==> config.mk <==
export PLATFORM = sky130hd
export DESIGN_NAME = riscv_mdu_iter
export DESIGN_NICKNAME = d
export VERILOG_FILES = /design/src/rtl/riscv_mdu_iter.sv
export SDC_FILE = /design/constraint.sdc
export NUM_CORES = 1
export LEC_CHECK = 0
export CAP_MARGIN = 40
export CELL_PAD_IN_SITES_DETAIL_PLACEMENT = 1
export CELL_PAD_IN_SITES_GLOBAL_PLACEMENT = 2
export CORE_UTILIZATION = 35
export CTS_CLUSTER_DIAMETER = 200
export DETAILED_ROUTE_END_ITERATION = 7
export PLACE_DENSITY = 0.85
export SKIP_LAST_GASP = 1
export SYNTH_ARGS = -nofsm -noshare
export SYNTH_HDL_FRONTEND = slang
export SYNTH_SLANG_ARGS = --single-unit
==> constraint.sdc <==
create_clock -name clk -period 6 [get_ports clk]
set_input_delay 1.5 -clock clk [delete_from_list [all_inputs] [get_ports clk]]
set_output_delay 1.5 -clock clk [all_outputs]
set_load 0.005 [all_outputs]
==> src/rtl/riscv_mdu_iter.sv <==
// Iterative RV32M multiply/divide unit: 32-cycle shift-add multiply and restoring divide.
// Define RISCV_MDU_FAST_MUL_EN to replace the iterative multiply with a single-cycle 33x33 multiply.
module riscv_mdu_iter #(
  parameter int WORD_WIDTH   = 32,
  parameter int MDU_OP_WIDTH = 3
) (
  input  logic                    clk,
  input  logic                    rst,
  input  logic                    valid_i,
  output logic                    ready_o,
  input  logic [MDU_OP_WIDTH-1:0] op_i,
  input  logic [WORD_WIDTH-1:0]   a_i,
  input  logic [WORD_WIDTH-1:0]   b_i,
  output logic                    valid_o,
  input  logic                    ready_i,
  output logic [WORD_WIDTH-1:0]   result_o,
  output logic [1:0]              dbg_state
);

  localparam int W     = WORD_WIDTH;
  localparam int CNT_W = $clog2(WORD_WIDTH);
  localparam logic [W-1:0] MIN_NEG = {1'b1, {(W-1){1'b0}}};

  // Handshakes: a request transfers on a rising edge with valid_i && ready_o; a result
  // transfers on a rising edge with valid_o && ready_i. valid_o/result_o hold until taken.
  typedef enum logic [1:0] {S_IDLE, S_MUL, S_DIV, S_DONE} state_t;

  state_t           state_q;
  logic [W-1:0]     hi_q, lo_q, opb_q;
  logic [1:0]       op_q;
  logic             sign_a_q, neg_q;
  logic [CNT_W-1:0] cnt_q;

  assign dbg_state = state_q;

  // Request decode: op_i[2] selects divide, op_i[1] remainder, op_i[0] unsigned divide.
  logic         is_div, sa_en, sb_en, a_neg, b_neg, div_zero, div_ovf;
  logic [W-1:0] a_mag, b_mag, special_res;

  always_comb begin
    is_div      = op_i[2];
    sa_en       = is_div ? ~op_i[0] : (op_i[1:0] == 2'b01 || op_i[1:0] == 2'b10);
    sb_en       = is_div ? ~op_i[0] : (op_i[1:0] == 2'b01);
    a_neg       = sa_en & a_i[W-1];
    b_neg       = sb_en & b_i[W-1];
    a_mag       = a_neg ? -a_i : a_i;
    b_mag       = b_neg ? -b_i : b_i;
    div_zero    = (b_i == '0);
    div_ovf     = ~op_i[0] && (a_i == MIN_NEG) && (b_i == '1);
    special_res = div_zero ? (op_i[1] ? a_i : '1) : (op_i[1] ? '0 : MIN_NEG);
  end

  // One iteration of each datapath; the final iteration also applies sign correction.
  logic [W:0]     mul_sum, div_sh, div_diff;
  logic           div_ge;
  logic [W-1:0]   mul_hi_n, mul_lo_n, div_hi_n, div_lo_n, quo, rem;
  logic [2*W-1:0] prod, prod_fix;
  logic [W-1:0]   mul_res, div_res;

  always_comb begin
    mul_sum  = {1'b0, hi_q} + (lo_q[0] ? {1'b0, opb_q} : '0);
    mul_hi_n = mul_sum[W:1];
    mul_lo_n = {mul_sum[0], lo_q[W-1:1]};
    prod     = {mul_hi_n, mul_lo_n};
    prod_fix = neg_q ? -prod : prod;
    mul_res  = (op_q == 2'b00) ? prod_fix[W-1:0] : prod_fix[2*W-1:W];

    div_sh   = {hi_q, lo_q[W-1]};
    div_ge   = (div_sh >= {1'b0, opb_q});
    div_diff = div_sh - {1'b0, opb_q};
    div_hi_n = div_ge ? div_diff[W-1:0] : div_sh[W-1:0];
    div_lo_n = {lo_q[W-2:0], div_ge};
    quo      = neg_q ? -div_lo_n : div_lo_n;
    rem      = sign_a_q ? -div_hi_n : div_hi_n;
    div_res  = op_q[1] ? rem : quo;
  end

`ifdef RISCV_MDU_FAST_MUL_EN
  logic signed [W:0]       fast_a, fast_b;
  logic signed [2*W+1:0]   fast_prod;
  logic        [W-1:0]     fast_res;

  always_comb begin
    fast_a    = {a_neg, a_i};
    fast_b    = {b_neg, b_i};
    fast_prod = fast_a * fast_b;
    fast_res  = (op_i[1:0] == 2'b00) ? fast_prod[W-1:0] : fast_prod[2*W-1:W];
  end
`endif

  always_ff @(posedge clk) begin
    if (rst) begin
      state_q  <= S_IDLE;
      ready_o  <= 1'b1;
      valid_o  <= 1'b0;
      result_o <= '0;
      hi_q     <= '0;
      lo_q     <= '0;
      opb_q    <= '0;
      op_q     <= '0;
      sign_a_q <= 1'b0;
      neg_q    <= 1'b0;
      cnt_q    <= '0;
    end else begin
      case (state_q)
        S_IDLE: begin
          if (valid_i) begin
            ready_o  <= 1'b0;
            op_q     <= op_i[1:0];
            sign_a_q <= a_neg;
            neg_q    <= a_neg ^ b_neg;
            cnt_q    <= CNT_W'(W - 1);
            hi_q     <= '0;
            if (is_div) begin
              opb_q <= b_mag;
              lo_q  <= a_mag;
              if (div_zero || div_ovf) begin
                result_o <= special_res;
                valid_o  <= 1'b1;
                state_q  <= S_DONE;
              end else begin
                state_q <= S_DIV;
              end
            end else begin
              opb_q <= a_mag;
              lo_q  <= b_mag;
`ifdef RISCV_MDU_FAST_MUL_EN
              result_o <= fast_res;
              valid_o  <= 1'b1;
              state_q  <= S_DONE;
`else
              state_q  <= S_MUL;
`endif
            end
          end
        end
        S_MUL: begin
          hi_q  <= mul_hi_n;
          lo_q  <= mul_lo_n;
          cnt_q <= cnt_q - 1'b1;
          if (cnt_q == '0) begin
            result_o <= mul_res;
            valid_o  <= 1'b1;
            state_q  <= S_DONE;
          end
        end
        S_DIV: begin
          hi_q  <= div_hi_n;
          lo_q  <= div_lo_n;
          cnt_q <= cnt_q - 1'b1;
          if (cnt_q == '0) begin
            result_o <= div_res;
            valid_o  <= 1'b1;
            state_q  <= S_DONE;
          end
        end
        default: begin
          if (ready_i) begin
            valid_o <= 1'b0;
            ready_o <= 1'b1;
            state_q <= S_IDLE;
          end
        end
      endcase
    end
  end

endmodule

==> notes.md, run 1 <==
* area fraction in and, or, nand and nor cells after synthesis: 26.2%
* sequential cell fraction of total power: 21.6%
* post-route DRC violation count: 0
* buffer-and-inverter tally for the worst setup path: 2
* Bufs on Longest Clock Path: 2
* critical path endpoint category: register
* port buffer count: 106
* Pre-antenna DRT Iters: 5
* most used routing layer: met2
* Final non-clock buffer share: 8.54%
* number of H-tree branching levels: 4
* sink of the worst hold path: opb_q[9]
* Root Driver: sky130_fd_sc_hd__clkbuf_16
* fraction of layout instances using a drive strength above 1: 6.28%
* capturing instance or port of the critical path: result_o[24]
* TritonCTS clock tree: done
* Mean Syn Cell Area: 6.70 um^2
* number of well-tap cells placed: 615
* number of cell instances on the worst register-to-register path: 19
* metal1 wirelength: 37.5 mm
* yosys warning tally: 0
* number of hold buffers added after cts: 0
* worst-path fanout max: 10
* Slew Viols, Final: 0
* cell with the most instances after synthesis: sky130_fd_sc_hd__nand2_1
* share of the core filled with cells in the final layout: 40.3%
* Non-Clock Inverter Count: 89
* Top class by area: multi-input combinational cells
* endpoint of the worst register-to-register path: result_o[24]
* multi-input logic cell count: 2102
* logic share of the area: 68.1%
* sequential-to-total area share from yosys stat: 16.6%
* wire length reported by the detailed router: 84.9 mm
* areal power density over the cells: 376 mW/mm^2
* number of antenna repair diodes: 0
* first-pass GRT wire length: 127 mm
* total grt overflow: 0
* result of the run: finished clean
* final standard cell area without fillers: 0.0192 mm^2
* slew at the pin closest to its max-slew limit: 986 ps
* clock network contribution to total cell area: 2.88%
* row cnt: 80
* post-placement cell count: 3130
* Synth area leaders: sky130_fd_sc_hd__dfxtp_1 17%, sky130_fd_sc_hd__nand2_1 6.7%, sky130_fd_sc_hd__nor2_1 6.4%
* Inserted Clock Buffers: 17
* remaining number of nets flagged by the antenna check after routing: 0
* commonest cells in the synthesized netlist: 303 x sky130_fd_sc_hd__nand2_1, 289 x sky130_fd_sc_hd__nor2_1, 212 x sky130_fd_sc_hd__o21ai_0
* net switching share of the total power: 55.4%
* count of clock buffers in the final design: 18
* count of library flops with an enable pin: 0
* remaining max-slew budget at the tightest pin: 32.6%
* total setup buffers inserted after CTS: 0
* Seq cells post-synth: 141
* leak pwr: 7.27 nW
* cell depth of the worst min-delay path: 2
* crit path kind: register to register
* relative contribution of combinational cells to total power: 63.4%
* startpoint of the most critical hold path: opb_q[9]
* pin count of the biggest net entering global routing: 77
* clock tree sinks: 141
* worst hold margin: 458 ps
* die area: 0.0494 mm^2
* Combinational Area: 0.0131 mm^2
* combined flip-flop and latch cell area: 0.00282 mm^2
* Resized Gates After CTS: 0
* met3 routed wirelength: 5.47 mm
* Max Fclk: 174 MHz
* flip-flop cell with the highest count after synthesis: sky130_fd_sc_hd__dfxtp_1
* post-synthesis instance total: 2535
run 1: kinds of logic (layout without fill, tap and decap cells):
| family | count (synthesis) | in the layout |
|---|---|---|
| and+or+nand+nor | 947 | 947 |
| AOI/OAI and AO/OA | 847 | 847 |
| buffers and inverters | 292 | 304 |
| xor gates and xnor gates | 190 | 190 |
| DFF | 141 | 141 |
| adders and majority gates | 79 | 79 |
| muxes | 39 | 39 |
run 1: power groups by stage:
stage	combinational, mW	sequential [mW]	clock (mW)
floorplan	3.03	1.27	0
global placement	4.37	1.56	0
detailed placement	4.45	1.56	0
CTS	4.48	1.55	1.09
global route	4.89	1.59	1.12
finish	4.58	1.56	1.08
==> run_1/pins.png <==
Pins as bars across the die edge, other pins in grey.
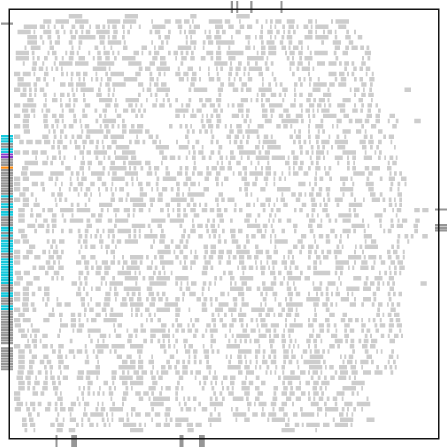
Cyan is a_i, pins 32, direction input, edge left. Orange is ready_o, pins 1, direction output, edge left. Purple is dbg_state, pins 2, direction output, edge left.
All pins by edge: 90 left, 9 bottom, 4 right, 4 top.
die width: 222 um
die outline height: 222 um

==> run_1/cell_classes.png <==
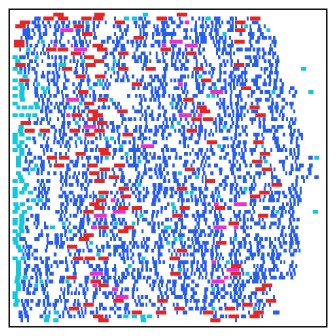
Red is flip-flops, cells 141, share of their area 15%. Cyan is other buffers and delay cells, cells 183, share of their area 8.9%. Magenta is clock drivers and dummy loads, cells 32, share of their area 3.0%. Blue is all other logic, cells 2191, share of their area 73%.

==> run_1/clock_map.png <==
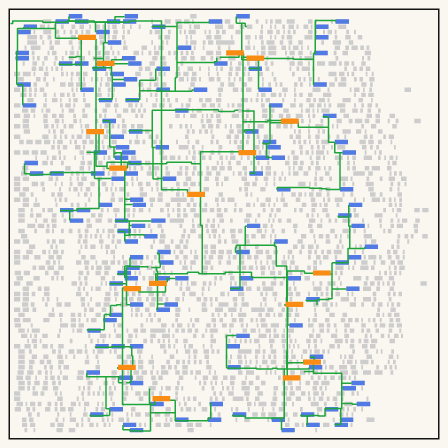
Blue is flip-flops, count 141. Green is clock wires, length 2720 um. Orange is cells driving clock nets, count 17.
Position of the flops: all over the die.
maximum clock skew at final layout: 13.2 ps
latest clock arrival within the worst-skew pair: 490 ps
Clk. pwr: 1.08 mW
portion of total power attributed to the clock network: 15.0%

## Run 2: what changed since run 1
- PLACE_DENSITY: 0.85 -> 0.8
==> run_2/final_congestion.png <==
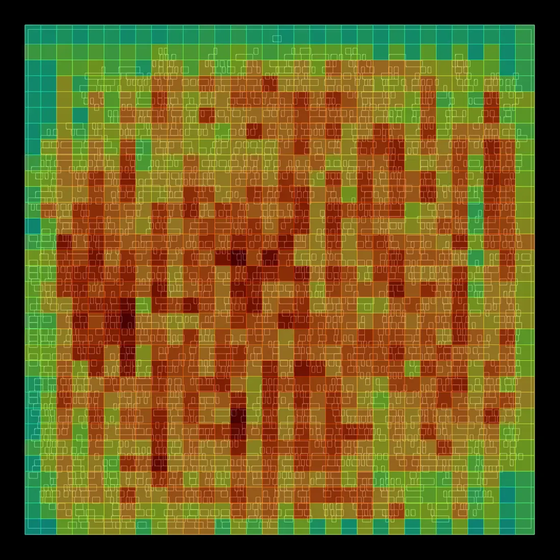
global-route met1 utilization: 46.6%
wire per inst: 27.6 um
met2 Track Usage GR: 55.9%
most used routing layer: met2
global router's overall resource usage: 34.9%

==> run 2 against run 1 <==
  * Count of clock-buffer cells in the layout up 1
  * Final cell count about the same
  * Register-to-register slack got worse by 200 ps
  * Clock skew fell by 3.3 ps
  * First-iteration DRC count increased by 3.2%
  * Sequential share of layout area is 0.062 points lower
  * Critical path depth grew 2
  * Hold slack got worse by 2.9 ps
  * Area after synthesis did not move
  * Highest routed layer is now met5
==> notes.md, run 2 <==
* number of global-route vias before repair: 19900
* die outline height: 222 um
* remaining max-slew budget at the tightest pin: 34.9%
* area post-placement: 0.0186 mm^2
* startpoint of the most critical hold path: opb_q[8]
* worst hold margin: 455 ps
* top-level I/O count: 107
* number of H-tree branching levels: 4
* Non-Clock Inverter Count: 89
* overall power after layout: 7.36 mW
* main logic family after synthesis: AND-OR/OR-AND gates
* Synth area leaders: sky130_fd_sc_hd__dfxtp_1 17%, sky130_fd_sc_hd__nand2_1 6.7%, sky130_fd_sc_hd__nor2_1 6.4%
* Post-Synth AOI/OAI Area: 32.5%
* wire length reported by the detailed router: 87.3 mm
* total negative slack: 0 ps
* pin count of the biggest net entering global routing: 71
* Arr. time, crit path: 6340 ps
* Seq area share: 14.6%
* number of inserted filler cells in the final layout: 6078
* synthesis-to-layout area growth: 13.7%
* Mean Syn Cell Area: 6.70 um^2
* number of standard cells reported by yosys: 2535
* post-route DRC violation count: 0
* cell with the most instances after synthesis: sky130_fd_sc_hd__nand2_1
* most used cells in the layout excluding fill and tap cells: 303 x sky130_fd_sc_hd__nand2_1, 286 x sky130_fd_sc_hd__nor2_1, 212 x sky130_fd_sc_hd__o21ai_0
* slew at the pin closest to its max-slew limit: 969 ps
* # setup viols final: 0
* distinct lib cells: 86
* total number of sequential cells: 141
* first-pass GRT wire length: 130 mm
* multiplexer share of the synthesized area: 2.42%
* result of the run: finished clean
* group with the largest share of power: combinational cells
* net switching share of the total power: 54.5%
* Worst Hold Class: register to register
* Place WS: -17.9 ps
* post-placement cell count: 3127
* row cnt: 80
* clock tree sinks: 141
* count of library flops with an enable pin: 0
* IR Drop Worst-Case VDD: 0.000355 V
* flip-flop cell with the highest count after synthesis: sky130_fd_sc_hd__dfxtp_1
* crit path kind: register to register
* half-perimeter wire length of the detailed placement result: 68.3 mm
* weighted congestion reported at the end of routability-driven placement: 0.960
* number of antenna repair diodes: 0
* startpoint class of the critical path: register
* count of clock buffers in the final design: 19
* Via-to-Cell Ratio: 6.43
* number of antenna violations at the first check in global routing: 3
* comb pwr: 4.61 mW
* Initial Utilization: 35.6%
* adder-cell area share of the yosys netlist: 5.91%
* number of DRC violations after detailed-routing iteration 0: 1907
* TritonCTS clock tree: done
* Seq cells post-synth: 141
* buffer-and-inverter tally for the worst setup path: 4
* number of well-tap cells placed: 615
* OpenROAD warnings: 31
* Final non-clock buffer share: 8.65%
* setup repair after global routing missed its margin: no
* port buffer count: 106
* Slew Viols, Final: 0
* internal reg-to-reg setup slack: 60 ps
* clock network contribution to total cell area: 3.15%
* switching pwr: 4.01 mW
* commonest cells in the synthesized netlist: 303 x sky130_fd_sc_hd__nand2_1, 289 x sky130_fd_sc_hd__nor2_1, 212 x sky130_fd_sc_hd__o21ai_0
* areal power density over the cells: 381 mW/mm^2
* endpoint required time on the critical path: 6400 ps
* die area: 0.0494 mm^2
* post-synthesis instance total: 2535
* critical path startpoint: opb_q[20]
* nets: 2683
* number of hold violations in the final report: 0
* leak pwr: 7.31 nW
* worst-path fanout max: 9
* relative contribution of combinational cells to total power: 62.7%
* most common cell type on the critical path: sky130_fd_sc_hd__inv_1
* yosys warning tally: 0
* final standard cell area without fillers: 0.0193 mm^2
* sequential cell fraction of total power: 21.6%
* Root Driver: sky130_fd_sc_hd__clkbuf_16
* buffers outside the clock class: 182
* multi-input logic cell count: 2102
* Layout Cells excl Fill: 3161
* total via count after detailed routing: 20300
* share of the core filled with cells in the final layout: 40.4%
* total grt overflow: 0
* post-layout period usage: 99.0%
* combined flip-flop and latch cell area: 0.00282 mm^2
* setup slack of the critical path after layout: 62.0 ps
* post-synth top area share: 16.6%
* Bufs on Longest Clock Path: 2
* share of the synthesized netlist area taken by xor and xnor gates: 9.80%
* area fraction in and, or, nand and nor cells after synthesis: 26.2%
* logic share of the area: 67.8%
* Slowest cell on crit path: sky130_fd_sc_hd__o41a_1
* Top class by area: multi-input combinational cells
* area inside the core boundary: 0.0477 mm^2
* Max Fclk: 168 MHz
* internal power summed over all cells: 3.35 mW
* clock-pin slew on the worst setup and hold paths: 70 ps
* RR Startpoint: opb_q[20]
* area of the mapped netlist: 0.0170 mm^2
* delay-heaviest family, CP: AND-OR/OR-AND gates
* most instantiated logic cell after routing: sky130_fd_sc_hd__nand2_1
* cell taking the most area after synthesis: sky130_fd_sc_hd__dfxtp_1
* die width: 222 um
* latest clock arrival within the worst-skew pair: 490 ps
* Combinational Area: 0.0131 mm^2
* fraction of layout instances using a drive strength above 1: 6.36%
* Inserted Clock Buffers: 17
* remaining number of nets flagged by the antenna check after routing: 0
* sequential-to-total area share from yosys stat: 16.6%
* slowest cell delay on critical path: 550 ps
* total nets after synthesis: 2685
* Async SR Flop Fraction: 0%
* critical path endpoint category: register
* power attributed to sequential cells: 1.59 mW
* cell chain of the critical path: inv_1 -> ha_1 -> nand2_1 -> nor2_1 -> nand4_1 -> o41a_1 -> nand3_2 -> mux2_2 -> inv_1 -> ha_1 -> inv_1 -> nor2_1 -> o311ai_0 -> o32ai_2 -> buf_4 -> o2111ai_2 -> nor3_1 -> mux2_2 -> o21ai_0 -> o211ai_1 -> a221oi_1
* fin crit period: 5940 ps
* post-synthesis chip area from yosys: 0.0170 mm^2
* Pre-antenna DRT Iters: 6
* maximum capacitance violations: 0
==> run_2/clock_map.png <==
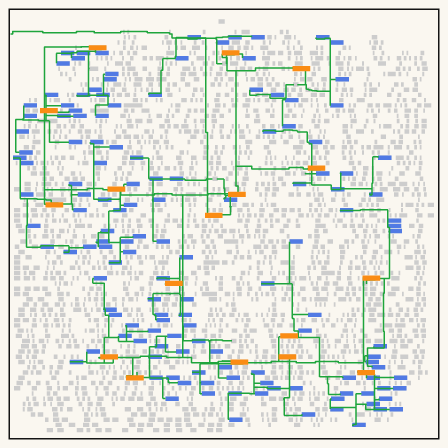
Blue is flip-flops, count 141. Green is clock wires, length 2780 um. Orange is cells driving clock nets, count 17.
There are 18 routed clock nets. Position of the flops: all over the die.
portion of total power attributed to the clock network: 15.8%
Clk. pwr: 1.16 mW
maximum clock skew at final layout: 9.91 ps

==> run 2: per-layer routing <==
layer	up-vias	global-route usage, %	routed length [um]
met3	165	5.44	6040
met5	-	0	31
met4	4	14.1	3350
met2	785	55.9	39500
met1	10200	46.6	38400
li1	9200	-	-
==> run 2: what timing repair did <==
item	CTS	global route
resized	1	6
endpoints found under the setup margin	1	10
cloned	0	0
hold buffers	0	0
buffers inserted	0	1
pin swaps	0	1
==> run 2: worst paths after layout <==
path,to,depth (start not counted)
worst min register to register,opb_q[8],2
worst max register to register,result_o[24],21
worst min-delay path,opb_q[8],2
worst max-delay path,result_o[24],21
## Run 3: what changed since run 2
- CTS_CLUSTER_DIAMETER: 200 -> 30
==> run_3/pins.png <==
Pins as bars across the die edge, other pins in grey.
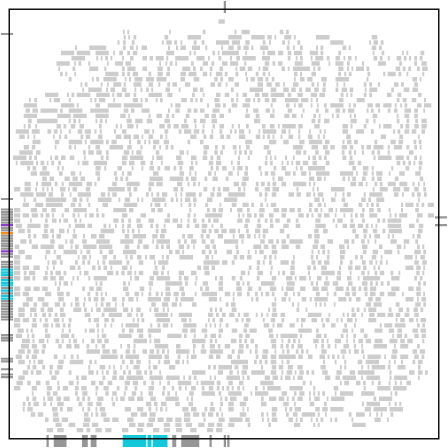
Orange is ready_o, pins 1, direction output, edge left. Purple is dbg_state, pins 2, direction output, edge left. Cyan is a_i, pins 32, direction input, edge 23 bottom, 9 left.
port buffer count: 106

==> run 3 against run 2 <==
  * Fmax stayed put
  * Non-clock buffer count unchanged
  * Worst setup slack stayed put
  * Combinational power barely moved
  * Clock skew unchanged
  * Final cell count did not move
  * Clock power is essentially flat
  * Area after synthesis unchanged
  * Sequential cell count unchanged
  * First-iteration DRC count stayed put
  * Cell area stayed put
  * Critical path depth did not move
==> notes.md, run 3 <==
* result of the run: finished clean
* sequential cell fraction of total power: 21.6%
* most used cells in the layout excluding fill and tap cells: 303 x sky130_fd_sc_hd__nand2_1, 286 x sky130_fd_sc_hd__nor2_1, 212 x sky130_fd_sc_hd__o21ai_0
* startpoint class of the critical path: register
* final standard cell area without fillers: 0.0193 mm^2
* Non-Clock Inverter Count: 89
* group with the largest share of power: combinational cells
* count of clock buffers in the final design: 19
* Seq cells post-synth: 141
* Initial Utilization: 35.6%
* areal power density over the cells: 381 mW/mm^2
* multi-input logic cell count: 2102
* area inside the core boundary: 0.0477 mm^2
* total via count after detailed routing: 20300
* internal power summed over all cells: 3.35 mW
* weighted congestion reported at the end of routability-driven placement: 0.960
* remaining number of nets flagged by the antenna check after routing: 0
* Inserted Clock Buffers: 17
* Combinational Area: 0.0131 mm^2
* total grt overflow: 0
* Pre-antenna DRT Iters: 6
* die area: 0.0494 mm^2
* Post-Synth AOI/OAI Area: 32.5%
* overall power after layout: 7.36 mW
* wire per inst: 27.6 um
* global-route met1 utilization: 46.6%
* clock-pin slew on the worst setup and hold paths: 70 ps
* endpoint required time on the critical path: 6400 ps
* portion of total power attributed to the clock network: 15.8%
* crit path kind: register to register
* area of the mapped netlist: 0.0170 mm^2
* pin count of the biggest net entering global routing: 71
* number of DRC violations after detailed-routing iteration 0: 1907
* number of inserted filler cells in the final layout: 6078
* RR Startpoint: opb_q[20]
* flip-flop cell with the highest count after synthesis: sky130_fd_sc_hd__dfxtp_1
* post-route DRC violation count: 0
* total number of sequential cells: 141
* latest clock arrival within the worst-skew pair: 490 ps
* die width: 222 um
* buffers outside the clock class: 182
* Slew Viols, Final: 0
* worst-path fanout max: 9
* distinct lib cells: 86
* logic share of the area: 67.8%
* Top class by area: multi-input combinational cells
* setup repair after global routing missed its margin: no
* area post-placement: 0.0186 mm^2
* total nets after synthesis: 2685
* switching pwr: 4.01 mW
* Mean Syn Cell Area: 6.70 um^2
* fin crit period: 5940 ps
* TritonCTS clock tree: done
* power attributed to sequential cells: 1.59 mW
* Async SR Flop Fraction: 0%
* Final non-clock buffer share: 8.65%
* OpenROAD warnings: 31
* count of library flops with an enable pin: 0
* total negative slack: 0 ps
* worst hold margin: 455 ps
* slew at the pin closest to its max-slew limit: 969 ps
* post-synthesis instance total: 2535
* Bufs on Longest Clock Path: 2
* main logic family after synthesis: AND-OR/OR-AND gates
* cell depth of the worst min-delay path: 2
* Max Fclk: 168 MHz
* number of well-tap cells placed: 615
* critical path endpoint category: register
* number of standard cells reported by yosys: 2535
* maximum clock skew at final layout: 9.91 ps
* first-pass GRT wire length: 130 mm
* Clk. pwr: 1.16 mW
* number of hold buffers added after cts: 0
* startpoint of the most critical hold path: opb_q[8]
* top-level I/O count: 107
* maximum capacitance violations: 0
* slowest cell delay on critical path: 550 ps
* capturing instance or port of the critical path: result_o[24]
* Seq area share: 14.6%
* most instantiated logic cell after routing: sky130_fd_sc_hd__nand2_1
* clock network contribution to total cell area: 3.15%
* critical path startpoint: opb_q[20]
* number of hold violations in the final report: 0
* comb pwr: 4.61 mW
* met2 Track Usage GR: 55.9%
* post-placement cell count: 3127
* wire length reported by the detailed router: 87.3 mm
* internal reg-to-reg setup slack: 60 ps
==> run_3/clock_map.png <==
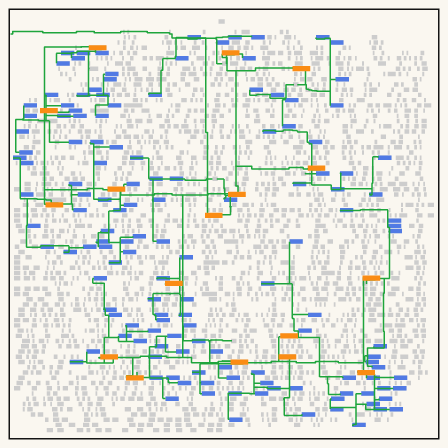
Orange is cells driving clock nets, count 17. Blue is flip-flops, count 141. Green is clock wires, length 2780 um.
There are 18 routed clock nets. Position of the flops: all over the die.

==> run 3: cell counts after synthesis <==
Identical to the previous run, type by type.
==> run 3: repair_timing <==
action,in CTS,in global routing
resized,1,6
endpoints found under the setup margin,1,10
pin swaps,0,1
buffers inserted,0,1
gates cloned,0,0
==> run 3: metal layers <==
layer / wire (um) / vias up / share of wire, %
li1: - / 9200 / -
met1: 38400 / 10200 / 44
met2: 39500 / 785 / 45
met3: 6040 / 165 / 6.9
met4: 3350 / 4 / 3.8
met5: 31 / - / 0.036
==> run 3: critical path, delay by kind of cell (launching register included) <==
| family | cells | cell delay, ps |
|---|---|---|
| AOI/OAI and AO/OA | 7 | 2140 |
| and+or+nand+nor | 6 | 1390 |
| muxes | 2 | 740 |
| adders and majority gates | 2 | 660 |
| buffers and inverters | 4 | 460 |
| DFF | 1 | 450 |
Power is estimated from default activity; no workload was simulated.
